run_1/gates.png
Scale bar: 20 um.
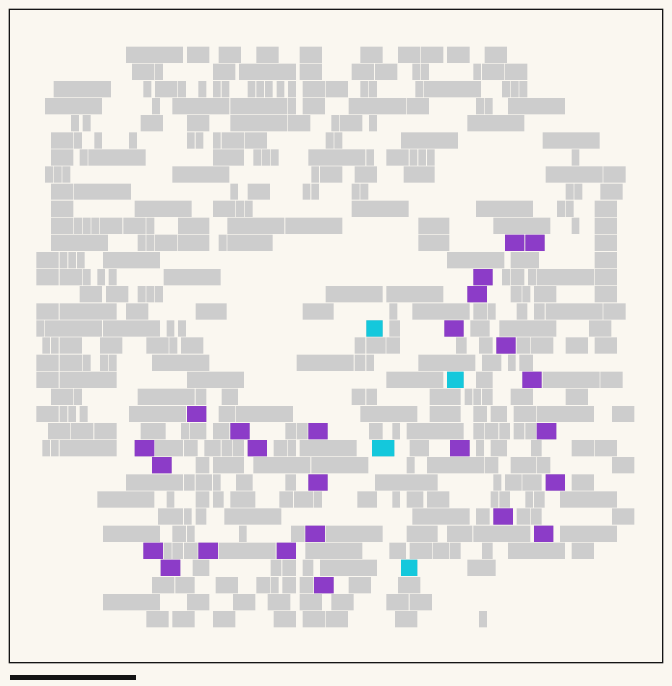
run_1/ff_map.png
Scale bar: 20 um. Other sequential cells in the stronger grey, the rest of the logic in the fainter grey.
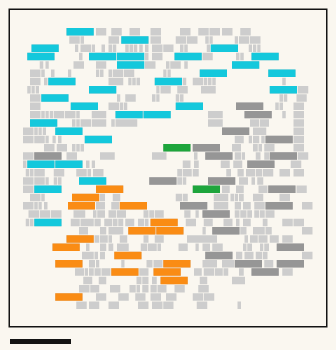
run_1/class_map.png
Scale bar: 20 um.
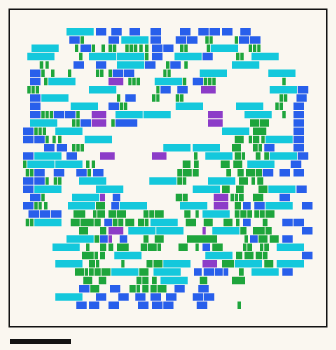
run_1/sizing.png
Scale bar: 20 um.
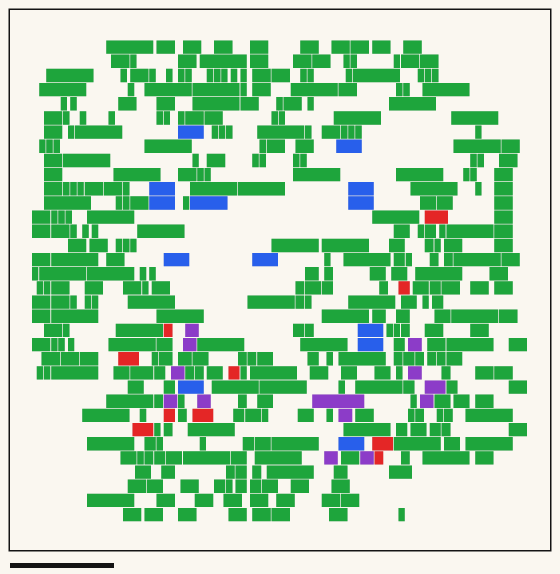
**config.mk**
```make
export PLATFORM = sky130hd
export DESIGN_NAME = branch_redirect_ctrl
export DESIGN_NICKNAME = d
export VERILOG_FILES = /design/src/rtl/branch_ctrl_pkg.sv /design/src/rtl/sat_counter.sv /design/src/rtl/branch_redirect_ctrl.sv
export SDC_FILE = /design/constraint.sdc
export NUM_CORES = 1
export LEC_CHECK = 0
export ABC_CLOCK_PERIOD_IN_PS = 2450
export CELL_PAD_IN_SITES_DETAIL_PLACEMENT = 0
export CELL_PAD_IN_SITES_GLOBAL_PLACEMENT = 1
export CORE_MARGIN = 4
export CORE_UTILIZATION = 33
export DETAILED_ROUTE_END_ITERATION = 10
export PLACE_DENSITY = 0.82
export SYNTH_ARGS = -nofsm -noshare
export SYNTH_HDL_FRONTEND = slang
export SYNTH_SLANG_ARGS = --single-unit
export TNS_END_PERCENT = 5
```
**constraint.sdc**
```tcl
create_clock -name clk -period 2.45 [get_ports clk]
set_input_delay 0.49 -clock clk [delete_from_list [all_inputs] [get_ports clk]]
set_output_delay 0.49 -clock clk [all_outputs]
set_load 0.01 [all_outputs]
```
**src/rtl/branch_ctrl_pkg.sv**
```systemverilog
// rtl/branch_ctrl_pkg.sv - shared types and constants for the branch redirect controller
package branch_ctrl_pkg;

  typedef enum logic [1:0] {
    IDLE     = 2'd0,
    REDIRECT = 2'd1,
    DRAIN    = 2'd2
  } state_e;

  localparam int XLEN_DEF = 32;

  // Only target bit 1 matters for 4-byte alignment; bit 0 is cleared on redirect.
  localparam logic [1:0] ALIGN_MASK = 2'b10;

endpackage

```
**src/rtl/sat_counter.sv**
```systemverilog
// rtl/sat_counter.sv - saturating up-counter used for debug statistics
module sat_counter #(
  parameter int W = 16
) (
  input  logic         clk,
  input  logic         rst_n,
  input  logic         inc,
  input  logic         clr,
  output logic [W-1:0] q
);

  logic [W-1:0] q_q;
  logic [W-1:0] q_d;

  always_comb begin
    q_d = q_q;
    if (clr) begin
      q_d = '0;
    end else if (inc && !(&q_q)) begin
      q_d = q_q + W'(1);
    end
  end

  always_ff @(posedge clk or negedge rst_n) begin
    if (!rst_n) begin
      q_q <= '0;
    end else begin
      q_q <= q_d;
    end
  end

  assign q = q_q;

endmodule

```
**src/rtl/branch_redirect_ctrl.sv**
```systemverilog
// rtl/branch_redirect_ctrl.sv - redirects fetch on taken branches/jumps, kills wrong path, drains pipeline
module branch_redirect_ctrl
  import branch_ctrl_pkg::*;
#(
  parameter int XLEN         = XLEN_DEF,
  parameter int DRAIN_CYCLES = 2,
  parameter int CNT_W        = 16
) (
  input  logic            clk,
  input  logic            rst_n,
  input  logic            ex_valid,
  input  logic            ex_is_branch,
  input  logic            ex_is_jump,
  input  logic            br_taken,
  input  logic [XLEN-1:0] ex_target,
  output logic            redir_valid,
  input  logic            redir_ready,
  output logic [XLEN-1:0] redir_pc,
  output logic            kill,
  output logic            busy,
  output logic            misalign_exc,
  output logic [CNT_W-1:0] branch_cnt,
  output logic [CNT_W-1:0] taken_cnt
);

  localparam int CW = (DRAIN_CYCLES > 1) ? $clog2(DRAIN_CYCLES) : 1;
  localparam logic [CW-1:0] CNT_INIT = (DRAIN_CYCLES > 0) ? CW'(DRAIN_CYCLES - 1) : '0;
  localparam logic [XLEN-1:0] PC_MASK = ~XLEN'(1);

  state_e          state_q, state_d;
  logic            redir_valid_q, redir_valid_d;
  logic [XLEN-1:0] redir_pc_q, redir_pc_d;
  logic            kill_q, kill_d;
  logic            busy_q, busy_d;
  logic            misalign_q, misalign_d;
  logic [CW-1:0]   cnt_q, cnt_d;
  logic            xfer, misaligned, branch_inc, taken_inc;

  // A branch+jump combination resolves as a jump.
  assign xfer       = ex_valid & (ex_is_jump | (ex_is_branch & br_taken));
  assign misaligned = |(ex_target[1:0] & ALIGN_MASK);

  always_comb begin
    state_d       = state_q;
    redir_valid_d = redir_valid_q;
    redir_pc_d    = redir_pc_q;
    kill_d        = 1'b0;
    busy_d        = busy_q;
    misalign_d    = 1'b0;
    cnt_d         = cnt_q;
    branch_inc    = 1'b0;
    taken_inc     = 1'b0;
    case (state_q)
      IDLE: begin
        branch_inc = ex_valid & ex_is_branch;
        busy_d     = 1'b0;
        if (xfer) begin
          if (misaligned) begin
            misalign_d = 1'b1;
          end else begin
            state_d       = REDIRECT;
            redir_valid_d = 1'b1;
            redir_pc_d    = ex_target & PC_MASK;
            kill_d        = 1'b1;
            busy_d        = 1'b1;
            taken_inc     = 1'b1;
          end
        end
      end
      REDIRECT: begin
        if (redir_ready) begin
          redir_valid_d = 1'b0;
          if (DRAIN_CYCLES == 0) begin
            state_d = IDLE;
            busy_d  = 1'b0;
          end else begin
            state_d = DRAIN;
            cnt_d   = CNT_INIT;
          end
        end
      end
      DRAIN: begin
        if (cnt_q == '0) begin
          state_d = IDLE;
          busy_d  = 1'b0;
        end else begin
          cnt_d = cnt_q - CW'(1);
        end
      end
      default: begin
        state_d       = IDLE;
        redir_valid_d = 1'b0;
        busy_d        = 1'b0;
      end
    endcase
  end

  always_ff @(posedge clk or negedge rst_n) begin
    if (!rst_n) begin
      state_q       <= IDLE;
      redir_valid_q <= 1'b0;
      redir_pc_q    <= '0;
      kill_q        <= 1'b0;
      busy_q        <= 1'b0;
      misalign_q    <= 1'b0;
      cnt_q         <= '0;
    end else begin
      state_q       <= state_d;
      redir_valid_q <= redir_valid_d;
      redir_pc_q    <= redir_pc_d;
      kill_q        <= kill_d;
      busy_q        <= busy_d;
      misalign_q    <= misalign_d;
      cnt_q         <= cnt_d;
    end
  end

  sat_counter #(.W(CNT_W)) u_branch_cnt (
    .clk   (clk),
    .rst_n (rst_n),
    .inc   (branch_inc),
    .clr   (1'b0),
    .q     (branch_cnt)
  );

  sat_counter #(.W(CNT_W)) u_taken_cnt (
    .clk   (clk),
    .rst_n (rst_n),
    .inc   (taken_inc),
    .clr   (1'b0),
    .q     (taken_cnt)
  );

  assign redir_valid  = redir_valid_q;
  assign redir_pc     = redir_pc_q;
  assign kill         = kill_q;
  assign busy         = busy_q;
  assign misalign_exc = misalign_q;

endmodule

```
==> metrics.csv, run 1 <==
metric,value,unit
# H-tree levels,3,
die y size,104,um
Log Warnings,27,
endpoints failing hold,0,
Combinational Power,1.32,mW
WL/cell,13.8,um
number of logic gates,220,
reg2reg start,state_q[0],
sequential share of the synthesized area,0.571,
adder share,0.00828,
Dominant comb cell,simple AND/OR/NAND/NOR gates,
average instance area after synthesis,9.97,um2
port bufs,103,
vias per cell,4.73,
Synth area leader,dfrtp_1,
# Taps,108,
Yosys Chip Area,3020,um2
yosys warns,0,
post-synthesis cell area,3020,um2
Top area cell types,"dfrtp_1 57%, nand2_1 13%, xor2_1 5.8%, nand4_1 2.3%, nor3_1 2.2%",
met2 Track Usage GR,0.231,
slowest CP cell,clkdlybuf4s50_1,
top cells by count,"105 x nand2_1, 69 x dfrtp_1, 20 x xor2_1, 13 x nor3_1, 11 x nand4_1",
Final Skew,0.00484,ns
# clk buffers,14,
Slew Limit Fails,0,
die width,104,um
Netlist cell types,39,
Critical R2R Capture,u_taken_cnt.q[3],
first-pass GRT wire length,12600,um
FP Core Util,0.343,
DP Area,4230,um2
status,"complete, no violations",
Final Critical Period,2.07,ns
via count of the first global-routing pass,2591,
CTS root buffer,clkbuf_8,
Antenna Diode Count,0,
grt peak-use layer,met2,
crit path buf inv count,2,
CP startpoint,ex_target[1],
TritonCTS clock tree,built,
final antenna-violating net count,0,
R2R setup slack,0.45,ns
Top pwr grp,sequential cells,
clock group share of total power,0.215,
Pre-antenna DRT Iters,4,
Post-CTS Setup Bufs,0,
FF-to-FF path depth,5,
"FFs w/ async S/R, synth",1.00,
CP endpoint kind,flop,
Critical Path End,u_taken_cnt.q[3],
f_max,484,MHz
DR iter-0 viols,95,
worst hold-check path type,primary input to asynchronous set/reset pin,
share of cells above drive strength 1,0.0851,
met1 Track Usage GR,0.173,
Synth Flop Type,dfrtp_1,
Static Leak,2.04,nW
Final Net Count,460,
overall power,3.89,mW
Largest register FFs,30,
pwr dens,882,nW/um2
Least-Margin Pin Slew,0.586,ns
CTS Buf Count,9,
Non-clock buffering overhead,0.256,
max layer used,met4,
Worst path depth,6,
"Largest area class, layout",registers,
metal1 wirelength,3190,um
met2 WL,3470,um
number of gates resized after CTS,0,
Post-Synth XOR/XNOR Area,0.0725,
gp weighted congestion,0.802,
logic area,1220,um2
DP Worst Slack,0.0163,ns
About gates.png:
family	colour	cells
xor and xnor cells	purple	25
non-inverting ao/oa cells	cyan	4
Comb/total area: 0.278
most numerous logic cell after layout: nand2_1
Cell Count, Final, Fillers Out: 531

About ff_map.png:
name in the netlist	colour	flops
`u_taken_cnt.q`	orange	16
`state_q`	green	2
`redir_pc`	cyan	30
fin util: 0.501
Power Sequential: 1.73 mW
FF+latch area: 1730 um2
Seq area share: 0.392

About class_map.png:
class	colour	cells	share of their area
registers	cyan	69	40%
remaining logic cells	green	224	29%
remaining buffers and delay cells	blue	115	26%
clock drivers and dummy loads	purple	15	4.2%
fin area: 4410 um2
area of the core: 8810 um2
Cell Rows: 34

About sizing.png:
size	colour	cells	share
x2	red	10	2.4%
x1 and smaller	green	387	91%
x6 and larger	blue	13	3.1%
x3 and x4	purple	13	3.1%
Synth-to-Final Area Change: 45.9%
PnR worst setup slack: 0.383 ns

run_1/congestion_map.png
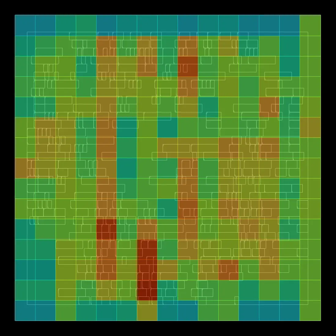

--- run 2 (diff from run 1) ---
ABC_CLOCK_PERIOD_IN_PS = 1650   (was 2450)
CORE_UTILIZATION = 30   (was 33)
PLACE_DENSITY = 0.79   (was 0.82)
clock period = 1.65 ns   (was 2.45 ns; I/O delays follow)
run_2/congestion_map.png
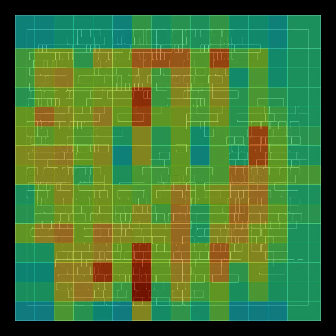
met2 Track Usage GR: 0.234
met3 Track Usage GR: 0.0555

==> run 2 against run 1 <==
Compared with the run above: highest routed layer unchanged; sequential cell count unchanged; synthesized cell count unchanged; largest cell class unchanged; critical endpoint is now u_branch_cnt.q[9]; the flow now finishes with violations (negative setup slack); critical path depth unchanged.
==> metrics.csv, run 2 <==
metric,value,unit,change
fin area,4880,um2,+11%
FP Core Util,0.309,,-0.0340
yosys warns,0,,unchanged
reg2reg start,state_q[1],,
WL/cell,13.9,um,+0.64%
TritonCTS clock tree,built,,
status,"finished, violations left",,
"Largest area class, layout",registers,,
PnR worst setup slack,-0.0117,ns,-0.395 ns
DR iter-0 viols,73,,-23%
most numerous logic cell after layout,nand2_1,,
clock group share of total power,0.248,,+0.033
met1 Track Usage GR,0.168,,-0.00573
Final setup viols,1,,
die y size,108,um,+4.5%
CTS root buffer,clkbuf_8,,
port bufs,103,,unchanged
sequential share of the synthesized area,0.571,,unchanged
met2 WL,4100,um,+18%
Top area cell types,"dfrtp_1 57%, nand2_1 13%, xor2_1 5.8%, nand4_1 2.3%, nor3_1 2.2%",,
Antenna Diode Count,0,,unchanged
overall power,6.30,mW,+62%
endpoints failing hold,0,,unchanged
slowest CP cell,dfrtp_1,,
crit path buf inv count,2,,unchanged
die width,108,um,+4.5%
number of gates resized after CTS,39,,+39
area of the core,9770,um2,+11%
Critical Path End,u_branch_cnt.q[9],,
Post-CTS Setup Bufs,1,,+1
DP Area,4480,um2,+5.9%
number of logic gates,220,,unchanged
Worst path depth,6,,unchanged
Final Skew,0.0124,ns,+0.00760 ns
Synth-to-Final Area Change,61.5,%,
final antenna-violating net count,0,,unchanged
Comb/total area,0.278,,+0.000503
Netlist cell types,39,,unchanged
Final Critical Period,1.66,ns,
vias per cell,4.50,,-4.7%
logic area,1360,um2,+11%
Top pwr grp,sequential cells,,
grt peak-use layer,met2,,
DP Worst Slack,-0.564,ns,-0.580 ns
Post-Synth XOR/XNOR Area,0.0725,,unchanged
first-pass GRT wire length,13000,um,+3.1%
# H-tree levels,3,,unchanged
post-synthesis cell area,3020,um2,unchanged
metal1 wirelength,3440,um,+7.8%
"Cell Count, Final, Fillers Out",591,,+11%
adder share,0.00828,,unchanged
gp weighted congestion,0.816,,+1.8%
f_max,602,MHz,
Synth area leader,dfrtp_1,,
CTS Buf Count,9,,unchanged
Non-clock buffering overhead,0.284,,+0.0275
max layer used,met4,,
Dominant comb cell,simple AND/OR/NAND/NOR gates,,
# Taps,133,,+23%
via count of the first global-routing pass,2756,,+6.4%
failing checks,negative setup slack,,
# clk buffers,10,,-4
run_2/ff_map.png
Scale bar: 20 um. Other sequential cells in the stronger grey, the rest of the logic in the fainter grey.
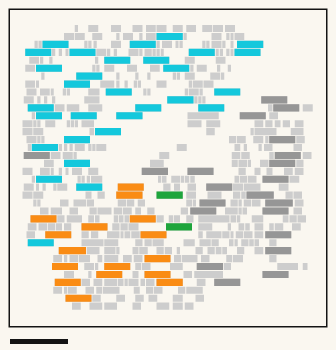
name in the netlist	colour	flops
`redir_pc`	cyan	30
`u_taken_cnt.q`	orange	16
`state_q`	green	2
FF+latch area: 1730 um2
Seq area share: 0.355
Power Sequential: 2.48 mW
fin util: 0.499

run_2/sizing.png
Scale bar: 20 um.
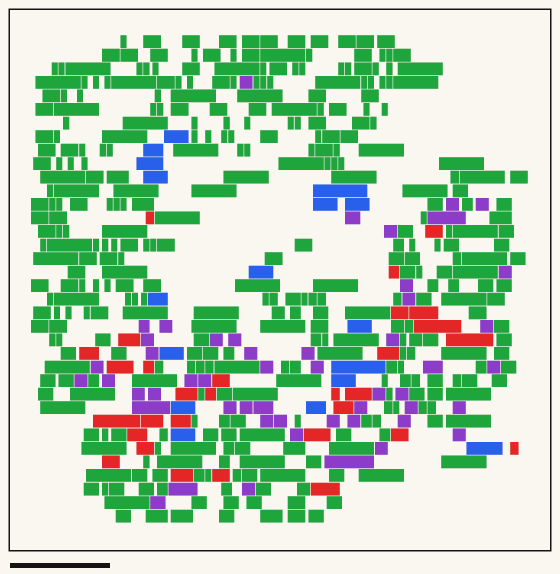

--- run 3 (diff from run 2) ---
RECOVER_POWER = 25   (was not set)
SLEW_MARGIN = 20   (was not set)
run_3/sizing.png
Scale bar: 20 um.
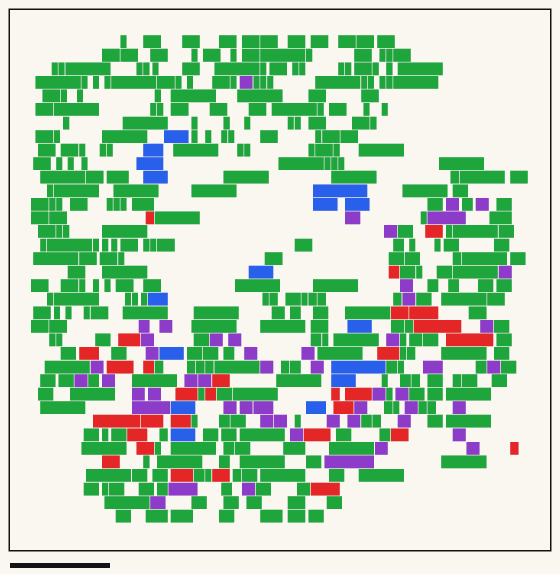
size	colour	cells	share
x6 and larger	blue	16	3.5%
x3 and x4	purple	52	11%
x2	red	30	6.6%
x1 and smaller	green	360	79%
Non-clk bufs: 149
PnR worst setup slack: -0.0117 ns

==> run 3 against run 2 <==
Compared with the run above: the flow still finishes with violations (negative setup slack); design area decreased by 0.26%; maximum frequency unchanged; hold slack gained 0.24 ns; routed wire length barely moved; first-iteration DRC count unchanged; clock skew about the same; critical path type unchanged; largest power group unchanged.
==> metrics.csv, run 3 <==
metric,value,unit,change
post-synthesis cell area,3020,um2,unchanged
CP cell instances,buf_4 > nor4bb_2 > buf_4 > nand2_1 > nor4bb_2 > xor2_1,,
met2 Track Usage GR,0.234,,unchanged
Worst path depth,6,,unchanged
# Taps,133,,unchanged
CTS root buffer,clkbuf_8,,
Comb/total area,0.279,,+0.000715
metal1 wirelength,3440,um,+0.12%
Final Critical Period,1.66,ns,-0.000000200 ns
adder share,0.00828,,unchanged
final antenna-violating net count,0,,unchanged
Synth-to-Final Area Change,61.1,%,
Seq area share,0.355,,+0.000911
DP Worst Slack,-0.564,ns,unchanged
Top area cell types,"dfrtp_1 57%, nand2_1 13%, xor2_1 5.8%, nand4_1 2.3%, nor3_1 2.2%",,
sequential share of the synthesized area,0.571,,unchanged
fin util,0.498,,-0.00128
overall power,6.30,mW,about the same
number of logic gates,220,,unchanged
met2 WL,4110,um,about the same
WL/cell,13.9,um,about the same
die width,108,um,unchanged
gp weighted congestion,0.816,,unchanged
TritonCTS clock tree,built,,
Crit Path Max Fanout,4,,
met3 Track Usage GR,0.0555,,unchanged
Post-CTS Setup Bufs,1,,unchanged
CP startpoint,state_q[1],,
DR iter-0 viols,73,,unchanged
via count of the first global-routing pass,2756,,unchanged
"Largest area class, layout",registers,,
Seq pwr share,0.394,,
most numerous logic cell after layout,nand2_1,,
"Cell Count, Final, Fillers Out",591,,unchanged
Top pwr grp,sequential cells,,
FP Core Util,0.309,,unchanged
first-pass GRT wire length,13000,um,unchanged
Dominant comb cell,simple AND/OR/NAND/NOR gates,,
max layer used,met4,,
Critical Path End,u_branch_cnt.q[9],,
slowest CP cell,dfrtp_1,,
FF+latch area,1730,um2,unchanged
f_max,602,MHz,unchanged
Final setup viols,1,,unchanged
# H-tree levels,3,,unchanged
status,"finished, violations left",,
clock group share of total power,0.248,,about the same
PnR worst setup slack,-0.0117,ns,+0.000000200 ns
# clk buffers,10,,unchanged
failing checks,negative setup slack,,
number of gates resized after CTS,39,,unchanged
Flops,69,,
yosys warns,0,,unchanged
CTS Buf Count,9,,unchanged
logic area,1360,um2,unchanged
Synth area leader,dfrtp_1,,
reg2reg start,state_q[1],,
die y size,108,um,unchanged
Non-clock buffering overhead,0.282,,-0.00184
Antenna Diode Count,0,,unchanged
Power Sequential,2.48,mW,about the same
Yosys Instances,303,,
run_3/class_map.png
Scale bar: 20 um.
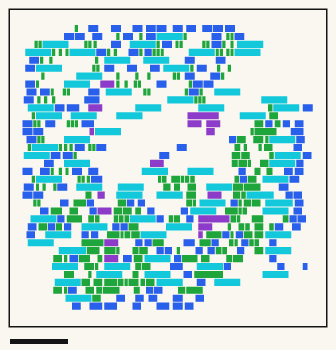
class	colour	cells	share of their area
remaining buffers and delay cells	blue	149	29%
remaining logic cells	green	224	29%
registers	cyan	69	37%
clock drivers and dummy loads	purple	16	4.8%
fin area: 4870 um2
area of the core: 9770 um2

Power figures rest on the tool's default switching activity, not on a simulated workload.
